File: src/rtl/clock_pkg.sv
// Shared state codes, field-select codes and default timing for the clock set-mode controller.
package clock_pkg;

    typedef enum logic [1:0] {
        RUN      = 2'd0,
        SET_HOUR = 2'd1,
        SET_MIN  = 2'd2,
        SET_SEC  = 2'd3
    } state_e;

    localparam logic [1:0] SEL_NONE = 2'd0;
    localparam logic [1:0] SEL_HOUR = 2'd1;
    localparam logic [1:0] SEL_MIN  = 2'd2;
    localparam logic [1:0] SEL_SEC  = 2'd3;

    localparam int DEF_BLINK_TICKS   = 50;
    localparam int DEF_TIMEOUT_TICKS = 1000;

    function automatic logic [1:0] sel_code(input state_e st);
        case (st)
            SET_HOUR: sel_code = SEL_HOUR;
            SET_MIN:  sel_code = SEL_MIN;
            SET_SEC:  sel_code = SEL_SEC;
            default:  sel_code = SEL_NONE;
        endcase
    endfunction

    function automatic state_e next_field(input state_e st);
        case (st)
            SET_HOUR: next_field = SET_MIN;
            SET_MIN:  next_field = SET_SEC;
            default:  next_field = SET_HOUR;
        endcase
    endfunction

endpackage

File: src/rtl/clock_set_blink.sv
// Blink generator: counts 100 Hz ticks while enabled and toggles o_blink every BLINK_TICKS ticks.
module clock_set_blink
    import clock_pkg::*;
#(
    parameter int BLINK_TICKS = DEF_BLINK_TICKS
) (
    input  logic clk,
    input  logic rst,
    input  logic i_en,
    input  logic i_tick,
    input  logic i_clr,
    output logic o_blink
);

    localparam int CNT_W = (BLINK_TICKS > 1) ? $clog2(BLINK_TICKS) : 1;
    localparam logic [CNT_W-1:0] CNT_LAST = CNT_W'(BLINK_TICKS - 1);

    logic [CNT_W-1:0] cnt_q, cnt_d;
    logic             blink_q, blink_d;

    // A clear or leaving the set states shows the field immediately.
    always_comb begin
        cnt_d   = cnt_q;
        blink_d = blink_q;
        if (i_clr || !i_en) begin
            cnt_d   = '0;
            blink_d = 1'b0;
        end else if (i_tick) begin
            if (cnt_q == CNT_LAST) begin
                cnt_d   = '0;
                blink_d = ~blink_q;
            end else begin
                cnt_d = cnt_q + CNT_W'(1);
            end
        end
    end

    always_ff @(posedge clk or posedge rst) begin
        if (rst) begin
            cnt_q   <= '0;
            blink_q <= 1'b0;
        end else begin
            cnt_q   <= cnt_d;
            blink_q <= blink_d;
        end
    end

    assign o_blink = blink_q;

endmodule

File: src/rtl/clock_set_ctrl.sv
// Set-mode controller for the 24-h clock: freezes counting, selects a field and pulses its increment.
// Optional auto-exit to RUN after idle ticks is enabled by defining CLOCK_SET_CTRL_AUTO_EXIT_EN.
module clock_set_ctrl
    import clock_pkg::*;
#(
    parameter int BLINK_TICKS   = DEF_BLINK_TICKS,
    parameter int TIMEOUT_TICKS = DEF_TIMEOUT_TICKS
) (
    input  logic       clk,
    input  logic       rst,
    input  logic       i_tick_100hz,
    input  logic       btn_mode,
    input  logic       btn_next,
    input  logic       btn_up,
    output logic       o_run,
    output logic       o_clr_msec,
    output logic       o_inc_hour,
    output logic       o_inc_min,
    output logic       o_inc_sec,
    output logic [1:0] o_sel,
    output logic       o_blink
);

    state_e     state_q, state_d;
    logic       run_q, run_d;
    logic [1:0] sel_q, sel_d;
    logic       clr_msec_q, clr_msec_d;
    logic       inc_hour_q, inc_hour_d;
    logic       inc_min_q, inc_min_d;
    logic       inc_sec_q, inc_sec_d;
    logic       blink_clr;
    logic       timeout_expire;

`ifdef CLOCK_SET_CTRL_AUTO_EXIT_EN
    localparam int TO_W = (TIMEOUT_TICKS > 1) ? $clog2(TIMEOUT_TICKS) : 1;
    localparam logic [TO_W-1:0] TO_LAST = TO_W'(TIMEOUT_TICKS - 1);

    logic [TO_W-1:0] to_cnt_q, to_cnt_d;
    logic            any_btn;

    // A button pressed on the expiring tick counts as activity and wins.
    always_comb begin
        any_btn  = btn_mode | btn_next | btn_up;
        to_cnt_d = to_cnt_q;
        if (state_q == RUN || any_btn) begin
            to_cnt_d = '0;
        end else if (i_tick_100hz) begin
            to_cnt_d = (to_cnt_q == TO_LAST) ? '0 : to_cnt_q + TO_W'(1);
        end
        timeout_expire = (state_q != RUN) && i_tick_100hz && !any_btn && (to_cnt_q == TO_LAST);
    end

    always_ff @(posedge clk or posedge rst) begin
        if (rst) begin
            to_cnt_q <= '0;
        end else begin
            to_cnt_q <= to_cnt_d;
        end
    end
`else
    // Without auto-exit the set states never time out.
    assign timeout_expire = (TIMEOUT_TICKS < 0);
`endif

    always_comb begin
        state_d    = state_q;
        clr_msec_d = 1'b0;
        inc_hour_d = 1'b0;
        inc_min_d  = 1'b0;
        inc_sec_d  = 1'b0;
        blink_clr  = 1'b0;
        if (state_q == RUN) begin
            if (btn_mode) begin
                state_d    = SET_HOUR;
                clr_msec_d = 1'b1;
            end
        end else if (btn_mode || timeout_expire) begin
            state_d = RUN;
        end else if (btn_next) begin
            state_d = next_field(state_q);
        end else if (btn_up) begin
            blink_clr  = 1'b1;
            inc_hour_d = (state_q == SET_HOUR);
            inc_min_d  = (state_q == SET_MIN);
            inc_sec_d  = (state_q == SET_SEC);
        end
        blink_clr = blink_clr | (state_d != state_q);
        run_d     = (state_d == RUN);
        sel_d     = sel_code(state_d);
    end

    always_ff @(posedge clk or posedge rst) begin
        if (rst) begin
            state_q    <= RUN;
            run_q      <= 1'b1;
            sel_q      <= SEL_NONE;
            clr_msec_q <= 1'b0;
            inc_hour_q <= 1'b0;
            inc_min_q  <= 1'b0;
            inc_sec_q  <= 1'b0;
        end else begin
            state_q    <= state_d;
            run_q      <= run_d;
            sel_q      <= sel_d;
            clr_msec_q <= clr_msec_d;
            inc_hour_q <= inc_hour_d;
            inc_min_q  <= inc_min_d;
            inc_sec_q  <= inc_sec_d;
        end
    end

    clock_set_blink #(
        .BLINK_TICKS(BLINK_TICKS)
    ) u_blink (
        .clk    (clk),
        .rst    (rst),
        .i_en   (state_q != RUN),
        .i_tick (i_tick_100hz),
        .i_clr  (blink_clr),
        .o_blink(o_blink)
    );

    assign o_run      = run_q;
    assign o_sel      = sel_q;
    assign o_clr_msec = clr_msec_q;
    assign o_inc_hour = inc_hour_q;
    assign o_inc_min  = inc_min_q;
    assign o_inc_sec  = inc_sec_q;

endmodule

File: config.mk
export PLATFORM = sky130hd
export DESIGN_NAME = clock_set_ctrl
export DESIGN_NICKNAME = d
export VERILOG_FILES = /design/src/rtl/clock_pkg.sv /design/src/rtl/clock_set_blink.sv /design/src/rtl/clock_set_ctrl.sv
export SDC_FILE = /design/constraint.sdc
export NUM_CORES = 1
export LEC_CHECK = 0
export CAP_MARGIN = 0
export CORE_MARGIN = 8
export CORE_UTILIZATION = 54
export CTS_BUF_LIST = sky130_fd_sc_hd__clkbuf_8
export DETAILED_ROUTE_END_ITERATION = 7
export GPL_TIMING_DRIVEN = 0
export PLACE_DENSITY = 0.91
export SYNTH_ARGS = -nofsm -noshare
export SYNTH_HDL_FRONTEND = slang
export SYNTH_HIERARCHICAL = 1
export SYNTH_SLANG_ARGS = --single-unit
export TNS_END_PERCENT = 30
File: constraint.sdc
create_clock -name clk -period 2.2 [get_ports clk]
set_clock_uncertainty 0.05 [all_clocks]
set_input_delay 0.33 -clock clk [delete_from_list [all_inputs] [get_ports clk]]
set_output_delay 0.33 -clock clk [all_outputs]
set_load 0.01 [all_outputs]
==> metrics.yaml, run 1 <==
yosys:
  common_cells: "dfrtp_1, ha_1, inv_1, nor2_1, nand2_1"
  top_area_share_pct: 39.3
  ys_cells: 83
  synth-area-yosys_um2: 891
  ys.flop_type: "dfrtp_1"
  async_flop_share_pct: 100
  logic_family: "simple AND/OR/NAND/NOR gates"
  most_common_cell: "dfrtp_1"
  ys_ff: 15
  compound_area_share_pct: 13.8
  syn-cell-area_um2: 891
  edf_count: 0
  ys.warnings.count: 6
  synthCells: 83
  avgSynthCellArea_um2: 10.7
  simple_gate_area_share_pct: 22.5
  ys_types: 31
power_and_ir_drop:
  intPower_uw: 717
  power.leakage_uw: 0.000514
  powerSeq_uw: 408
  largestPowerGroup: "combinational logic"
  p_sw_uw: 420
  powerClk_uw: 221
  p_comb_uw: 508
  netSwitchingFraction_pct: 37.0
  power_density_nw_per_um2: 1050
  power_frac_comb_pct: 44.7
  seq_power_share_pct: 35.8
sta:
  tns_ps: 0
  rsz0062_at_grt: "false"
  slew_headroom_pct: 79.8
  period_used_pct: 94.6
  slew_violations: 0
  tightest_slew_ps: 302
  setup_violations: 0
  fin_ws_ps: 118
  hold_violations: 0
setup_path:
  critPathMaxFanout: 8
  worstPathArrival_ps: 2190
  start_kind: "flop"
  crit_chain: "inv_1, ha_1, and3_2, o41ai_2, o221ai_1, nand2b_4, a311oi_1"
  setup.worst_path.end_class: "flop"
  crit_type: "reg2reg"
  critPathMaxStageDelay_ps: 440
  crit_buf_inv: 1
placed_design:
  dp_cells: 111
  hpwl_mm: 1.36
  place_ws_ps: -33.1
  io_buffers: 12
flow_run:
  tool_warnings: 31
cells_and_area:
  fin_cells: 115
  finalNetCount: 113
  fill_cells: 100
  layout-drive-gt1-share_pct: 16.2
  design_area_um2: 1080
  top_register: "u_blink/cnt_q"
  largest_register_ffs: 6
  num_antenna_cells: 0
grt:
  grt_pass1_wl_mm: 3.31
  antenna_found_initial: 0
  grt_max_degree: 11
  first_global_vias: 685
drt:
  vias: 667
  top_layer: "met4"
  drcViolationCount: 0
  firstDrtPassIters: 4
  drt_iter0_drc: 18
die:
  rows: 14
  die_area_um2: 3210
clock_network:
  cts_root_buffer: "clkbuf_8"
  h-tree-depth: 1
  clk_latency_ps: 250
  cts_tree: "built"
  clkTransAtPathRegs_ps: 60
run_status:
  status: "finished clean"
hold_path:
  hold_class: "in2reg"
## run 1: layer usage
layer  track usage (%)  up-vias
li1                  -      325
met1              15.1      319
met2              20.4       18
met3              5.84        5
met4              6.19        0
met5                 0        -
## run 1: cell usage in the layout, fill, tap and decap left out, types with 2 or more instances in the layout
master / instances
a21oi_1: 5
and2_1: 2
and3_1: 3
buf_6: 2
clkbuf_8: 3
clkdlybuf4s50_1: 12
dfrtp_1: 13
ha_1: 7
inv_1: 8
mux2i_1: 3
nand2_1: 6
nand2b_1: 3
nand3b_1: 2
nand4_1: 2
nor2_1: 7
xor2_1: 2
## run 1: layout make-up
type                    count  area, um2  area share [%]
multi-input cells          58        465            42.9
flip-flops and latches     15        378            34.8
repair buffers             12        120            11.1
clock buffers               3       41.3            3.81
plain buffers               3       30.0            2.77
inverters                   7       26.3            2.42
well taps                  16       20.0            1.85
clock inverters             1       3.75           0.346
## run 1: stage by stage
stage,hold slack (ps),power [uW],util (%)
final,240,1140,71.2
after global routing,254,1210,71.2
after CTS,241,1110,70.7
after detailed placement,498,887,67.7
after global placement,471,856,67.7
after floorplan,83.4,728,-
## run 1: repair_timing
item / in CTS / in global routing
resized: 1 / 2
endpoints found under the setup margin: 2 / 7
buffers inserted: 0 / 0
## run 1: path summary, 6_finish.rpt
| kind | startpoint | endpoint | slack, ps | cells past startpoint |
|---|---|---|---|---|
| worst max-delay path | o_sel[1] | u_blink/cnt_q[4] | 120 | 7 |
| worst min-delay path | btn_mode | o_sel[1] | 240 | 2 |
| worst max register to register | o_sel[1] | u_blink/cnt_q[4] | 120 | 7 |
| worst min register to register | u_blink/cnt_q[4] | u_blink/cnt_q[4] | 510 | 1 |
| max in group asynchronous | rst | o_run | 1510 | 2 |
| min in group asynchronous | rst | u_blink/cnt_q[3] | 300 | 2 |
### Congestion heat map, run 1

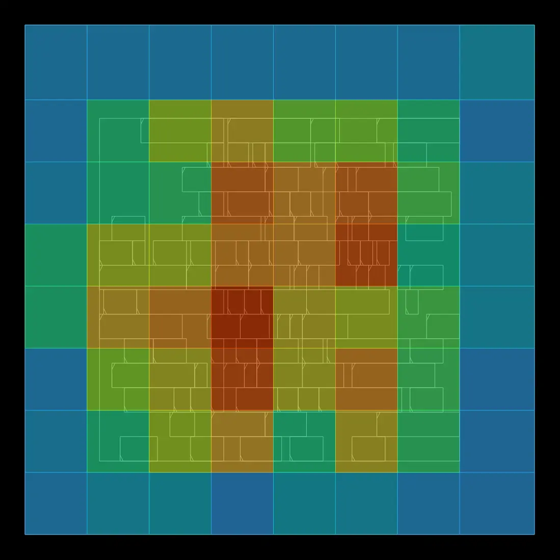
met2 usage: 20.4%
met1 Usage GRT: 15.1%
Final Util: 71.2%
GR peak layer: met2
Routed WL per cell: 16.3 um

### Routed metal, one color a layer, run 1

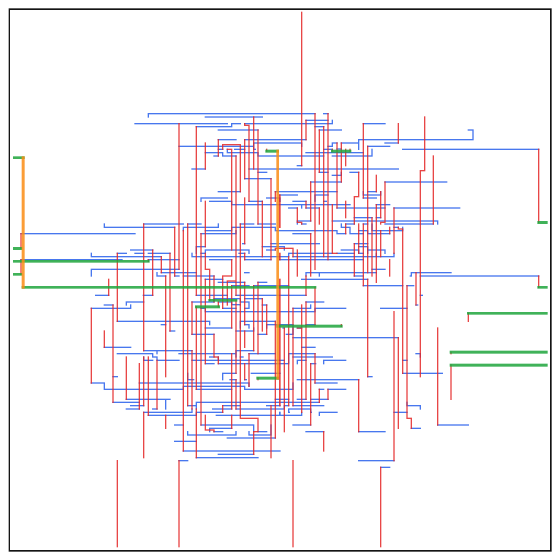
Orange is met4, wire length 37.4 um. Blue is met1, wire length 853 um. Green is met3, wire length 93.4 um. Red is met2, wire length 897 um.
drt total wl: 1.88 mm
gr usage total: 13.2%

### Supply network, run 1

Bar = 20 um. Pins as bars on the die edge. Tap cells in gray.
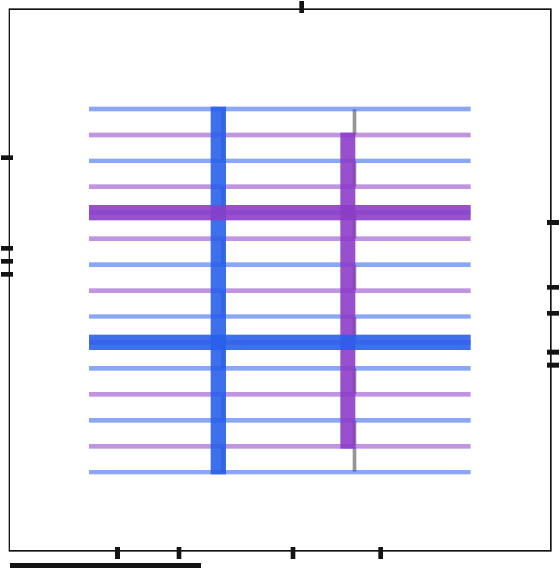
Blue is VSS. Purple is VDD.
16 tap cells. 2 straps on met4. 14 signal pins sit on the boundary. The core has 14 rows. 2 straps on met5.
Max VDD drop: 0.860 mV
Die H: 56.6 um
CORE AREA: 1520 um2
die width: 56.6 um

### Placement by cell class, run 1

Bar = 20 um.
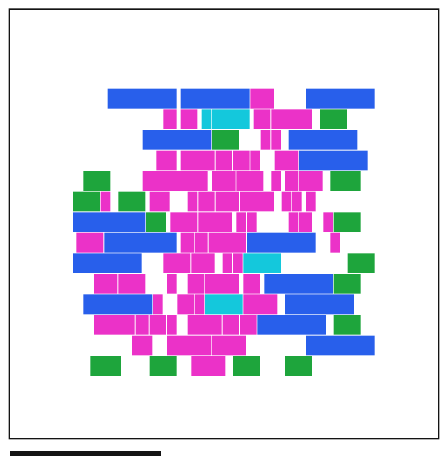

--- run 2 (diff from run 1) ---
--- a/config.mk
+++ b/config.mk
@@ -7,11 +7,11 @@
 export LEC_CHECK = 0
 export CAP_MARGIN = 0
 export CORE_MARGIN = 8
-export CORE_UTILIZATION = 54
+export CORE_UTILIZATION = 34
 export CTS_BUF_LIST = sky130_fd_sc_hd__clkbuf_8
 export DETAILED_ROUTE_END_ITERATION = 7
 export GPL_TIMING_DRIVEN = 0
-export PLACE_DENSITY = 0.91
+export PLACE_DENSITY = 0.66
 export SYNTH_ARGS = -nofsm -noshare
 export SYNTH_HDL_FRONTEND = slang
 export SYNTH_HIERARCHICAL = 1
### Placement by cell class, run 2

Bar = 20 um.
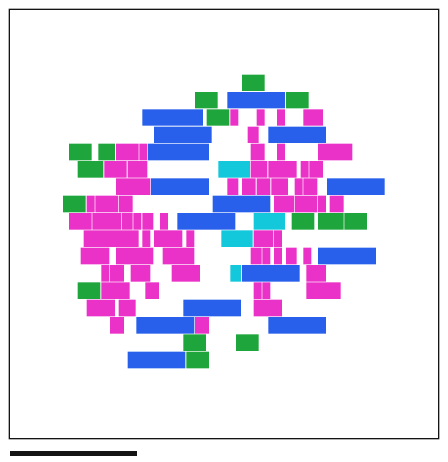
Magenta is all other logic, cells 65, share of their area 46%. Cyan is clock drivers and dummy loads, cells 4, share of their area 4.3%. Green is other buffers and delay cells, cells 15, share of their area 14%. Blue is flip-flops, cells 15, share of their area 35%.

==> metrics.yaml, run 2 <==
yosys:
  top_area_share_pct: 39.3
  synth-area-yosys_um2: 891
  common_cells: "dfrtp_1, ha_1, inv_1, nor2_1, nand2_1"
  most_common_cell: "dfrtp_1"
  ys_cells: 83
  ys.flop_type: "dfrtp_1"
  ys.warnings.count: 6
setup_path:
  r2r-end: "u_blink/cnt_q[4]"
  start_kind: "flop"
  r2r_slack_ps: 190
  reg2reg_depth: 7
  critPathMaxFanout: 8
  worstPathArrival_ps: 2110
  r2r-start: "o_sel[1]"
  crit_type: "reg2reg"
hold_path:
  hold_class: "in2reg"
  hold_depth: 2
  hold_start: "btn_mode"
  min_to: "o_sel[1]"
sta:
  fin_ws_ps: 191
  slew_violations: 0
  rsz0062_at_grt: "false"
  whs_ps: 231
  period_used_pct: 91.3
  slew_headroom_pct: 80.1
  tightest_slew_ps: 299
  setup_violations: 0
power_and_ir_drop:
  powerClk_uw: 218
  power_frac_comb_pct: 44.7
  power.leakage_uw: 0.000514
  powerSeq_uw: 403
  vdd_ir_drop_max_mv: 0.665
  p_sw_uw: 406
  p_comb_uw: 503
  power_density_nw_per_um2: 1010
cells_and_area:
  fill_cells: 251
  comb-cell-share_pct: 42.5
  postLayoutCoreUtil_pct: 44.8
  num_antenna_cells: 0
  seq_cell_count: 15
  nNonClkBuffers: 15
  buffer_area_share_pct: 13.5
  lay_top_count: "dfrtp_1"
  inv_count: 7
  largest_class: "logic gates"
  top_register: "u_blink/cnt_q"
  flop_area_um2: 378
placed_design:
  io_buffers: 12
  place_ws_ps: -123
  hpwl_mm: 1.33
drt:
  vias: 646
  routed_wl_mm: 1.76
  firstDrtPassIters: 4
  avgRoutedWirePerCell_um: 13.6
  drt_iter0_drc: 42
grt:
  antenna_found_initial: 0
  grt_pass1_wl_mm: 3.21
  first_global_vias: 726
  grt_max_degree: 11
clock_network:
  cts_root_buffer: "clkbuf_8"
  clkTransAtPathRegs_ps: 60
  cts_tree: "built"
run_status:
  status: "finished clean"
die:
  core_area_um2: 2480
  die_area_um2: 4510
  die_w_um: 67.2
  rows: 18
### Routed metal, one color a layer, run 2

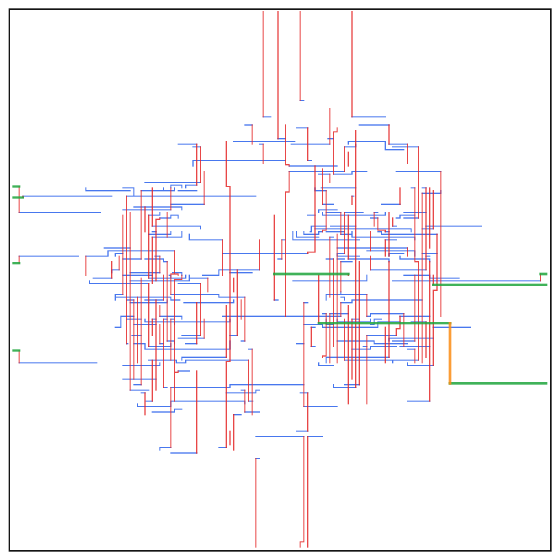
Red is met2, wire length 905 um. Green is met3, wire length 55.4 um. Blue is met1, wire length 792 um. Orange is met4, wire length 7.50 um.

[run 2: cell count changes in the layout (fill, tap and decap cells not counted), sizes merged]
| cell | change |
|---|---|
| inv | -1 |
| clkinv | +1 |
[run 2: per-stage QoR]
| stage | TNS [ps] | cell area (um2) |
|---|---|---|
| after floorplan | 0 | 891 |
| after CTS | 0 | 1100 |
| after global routing | 0 | 1110 |
| final | 0 | 1110 |
| after detailed placement | -184 | 1050 |
| after global placement | -73.4 | 1050 |
[run 2: critical path, stage by stage, from the launching register on]
cell      delay (ps)
dfrtp_2          450
inv_1            100
ha_1             260
and3_2           230
o41ai_2          260
o221ai_1         160
nand2b_4         200
a311oi_2         190
[run 2: logic make-up after synthesis]
kind of cell	share of synthesized area [%]
compound gates	13.8
buf+inv	6.32
flops	42.3
xor+xnor	1.97
simple gates	22.5
fa+ha+maj	9.83
mux	3.37
[run 2: worst max-delay path by stage]
stage | from | end | slack [ps] | cells past startpoint
final | o_sel[1] | u_blink/cnt_q[4] | 190 | 7
after detailed placement | o_sel[1] | u_blink/cnt_q[4] | -120 | 7
after global routing | o_sel[1] | u_blink/cnt_q[4] | 40 | 7
after CTS | o_sel[1] | u_blink/cnt_q[4] | 60 | 7
after global placement | o_sel[1] | u_blink/cnt_q[4] | -40 | 7
after floorplan | o_sel[1] | u_blink/cnt_q[4] | 250 | 7
[run 2: metal layers]
| metal | GRT usage, % | up-vias | share of wire, % |
|---|---|---|---|
| li1 | - | 325 | - |
| met3 | 2.65 | 2 | 3.1 |
| met1 | 9.82 | 310 | 45 |
| met4 | 2.61 | 0 | 0.40 |
| met2 | 16.6 | 9 | 51 |
| met5 | 0 | - | 0 |
[run 2: what timing repair did]
action	in CTS	in global routing
gates resized	2	2
endpoints found under the setup margin	2	2
gates cloned	0	0
--- run 3 (diff from run 2) ---
--- a/config.mk
+++ b/config.mk
@@ -10,7 +10,9 @@
 export CORE_UTILIZATION = 34
 export CTS_BUF_LIST = sky130_fd_sc_hd__clkbuf_8
 export DETAILED_ROUTE_END_ITERATION = 7
+export GPL_ROUTABILITY_DRIVEN = 0
 export GPL_TIMING_DRIVEN = 0
+export HOLD_SLACK_MARGIN = 0.15
 export PLACE_DENSITY = 0.66
 export SYNTH_ARGS = -nofsm -noshare
 export SYNTH_HDL_FRONTEND = slang
### Placement by cell class, run 3

Bar = 20 um.
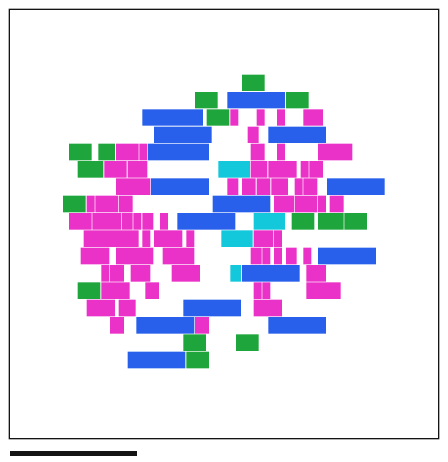
Green is other buffers and delay cells, cells 15, share of their area 14%. Cyan is clock drivers and dummy loads, cells 4, share of their area 4.3%. Blue is flip-flops, cells 15, share of their area 35%. Magenta is all other logic, cells 65, share of their area 46%.
CORE AREA: 2480 um2
Final Util: 44.8%

==> metrics.yaml, run 3 <==
flow_run:
  tool_warnings: 31
  cap_violations: 0
sta:
  fin_crit_ps: 2010
  tightest_slew_ps: 299
  slew_headroom_pct: 80.1
  slew_violations: 0
  whs_ps: 231
  tns_ps: 0
  setup_violations: 0
  period_used_pct: 91.3
  clock.fmax_mhz: 498
  hold_violations: 0
  rsz0062_at_grt: "false"
  fin_ws_ps: 191
hold_path:
  hold_depth: 2
  hold_class: "in2reg"
  min_to: "o_sel[1]"
  hold_start: "btn_mode"
yosys:
  synthCells: 83
  ys.warnings.count: 6
  synth-area-yosys_um2: 891
  most_common_cell: "dfrtp_1"
  top_area_share_pct: 39.3
  ys_types: 31
  top_area_cell: "dfrtp_1"
  yosys.stat.seqShare_pct: 42.3
  async_flop_share_pct: 100
  syn-cell-area_um2: 891
  avgSynthCellArea_um2: 10.7
  ys_cells: 83
  ys.flop_type: "dfrtp_1"
  edf_count: 0
  common_cells: "dfrtp_1, ha_1, inv_1, nor2_1, nand2_1"
  synth.area.top_cells: "dfrtp_1, ha_1, mux2i_1"
  ys_ff: 15
  synth_nets: 96
placed_design:
  io_buffers: 12
  hpwl_mm: 1.33
  dp_cells: 125
  place_ws_ps: -123
  place_area_um2: 1050
setup_path:
  crit_type: "reg2reg"
  cp_slowest_cell: "dfrtp_2"
  r2r-start: "o_sel[1]"
  crit_buf_inv: 1
  start_kind: "flop"
  r2r-end: "u_blink/cnt_q[4]"
  crit_start: "o_sel[1]"
  crit_chain: "inv_1, ha_1, and3_2, o41ai_2, o221ai_1, nand2b_4, a311oi_2"
  reg2reg_depth: 7
  critPathMaxStageDelay_ps: 450
  r2r_slack_ps: 190
  setup.worst_path.end_class: "flop"
  worstPathArrival_ps: 2110
  critPathTopFamily: "AND-OR/OR-AND gates"
  cp.required_ps: 2300
  critPathMaxFanout: 8
cells_and_area:
  fin_cells: 129
  fill_cells: 251
  layout-drive-gt1-share_pct: 18.2
  layout_top_cells: "dfrtp_1, clkdlybuf4s50_1, inv_1, nor2_1, ha_1"
  num_antenna_cells: 0
  area_delta_synth_final_pct: 24.6
  largest_register_ffs: 6
  top_register: "u_blink/cnt_q"
  finalNetCount: 113
  design_area_um2: 1110
  lay_top_count: "dfrtp_1"
  flop_area_um2: 378
  logic_area_um2: 472
power_and_ir_drop:
  power.total_uw: 1120
  power.leakage_uw: 0.000514
  vdd_ir_drop_max_mv: 0.665
  power_density_nw_per_um2: 1010
grt:
  grt_max_degree: 11
  grt_util_all_layers_pct: 9.05
  antenna_found_initial: 0
  overflow: 0
  grt_pass1_wl_mm: 3.21
  first_global_vias: 726
die:
  fp.dieH_um: 67.2
  initial_core_util_pct: 36.0
  rows: 18
  die_area_um2: 4510
  io_pins: 14
  die_w_um: 67.2
clock_network:
  cts_tree: "built"
  cts_buffer_depth: 2
  post_cts_buffers: 0
  cts_sinks: 15
  clk_latency_ps: 240
  ctsHoldBuffers: 0
  cts_root_buffer: "clkbuf_8"
  h-tree-depth: 1
  cts_buffers: 3
  clkTransAtPathRegs_ps: 60
drt:
  postRouteAntennaNets: 0
  firstDrtPassIters: 4
  avgRoutedWirePerCell_um: 13.6
  drcViolationCount: 0
  drt_iter0_drc: 42
  vias: 646
  routed_wl_mm: 1.76
  via_per_inst: 5.01
run_status:
  status: "finished clean"
### Supply network, run 3

Bar = 20 um. Pins as bars on the die edge. Tap cells in gray.
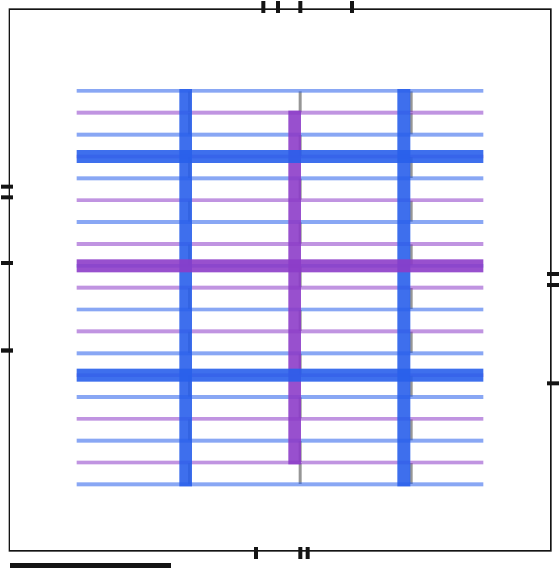
Purple is VDD. Blue is VSS.
3 straps on met5. 14 signal pins sit on the boundary. 3 straps on met4. 19 met1 rails follow the rows. The core has 18 rows.

==> run 3: cell counts after synthesis <==
Identical to the previous run, type by type.
==> run 3: worst register-to-register path: stages (launching register included) <==
cell,delay [ps]
dfrtp_2,450
inv_1,110
ha_1,260
and3_2,230
o41ai_2,260
o221ai_1,160
nand2b_4,210
a311oi_2,190
==> run 3: area by class of cell <==
cell class,count,share of cell area (%)
clock inverters,1,0.451
well taps,30,3.38
inverters,7,2.37
repair buffers,12,10.8
clock buffers,3,3.72
plain buffers,3,2.71
flip-flops and latches,15,34.0
multi-input cells,58,42.5
==> run 3: power by group <==
group,switching [uW],internal (uW)
logic,249,254
registers,63.6,339
clock network,93.3,125
total,406,718
==> run 3: worst max path at each step <==
stage	cells after the start	slack, ps	endpoint
2_1_floorplan	7	250	u_blink/cnt_q[4]
3_3_place_gp	7	-40	u_blink/cnt_q[4]
3_5_place_dp	7	-120	u_blink/cnt_q[4]
4_1_cts	7	60	u_blink/cnt_q[4]
5_1_grt	7	40	u_blink/cnt_q[4]
6_report	7	190	u_blink/cnt_q[4]
==> run 3: per-layer routing <==
layer	GRT usage, %	part of all wire (%)
met2	16.6	51
met1	9.82	45
met3	2.65	3.1
met5	0	0
met4	2.61	0.40
==> run 3: cells by family after synthesis <==
family	Yosys count	share of synthesized area, %
flops	15	42.3
simple gates	32	22.5
buf+inv	10	6.32
xor+xnor	2	1.97
fa+ha+maj	7	9.83
compound gates	14	13.8
mux	3	3.37
==> run 3: repair_timing <==
item,in CTS,in global routing
resized,2,2
pin swaps,0,0
endpoints found under the setup margin,2,2
Power is estimated from default activity; no workload was simulated.
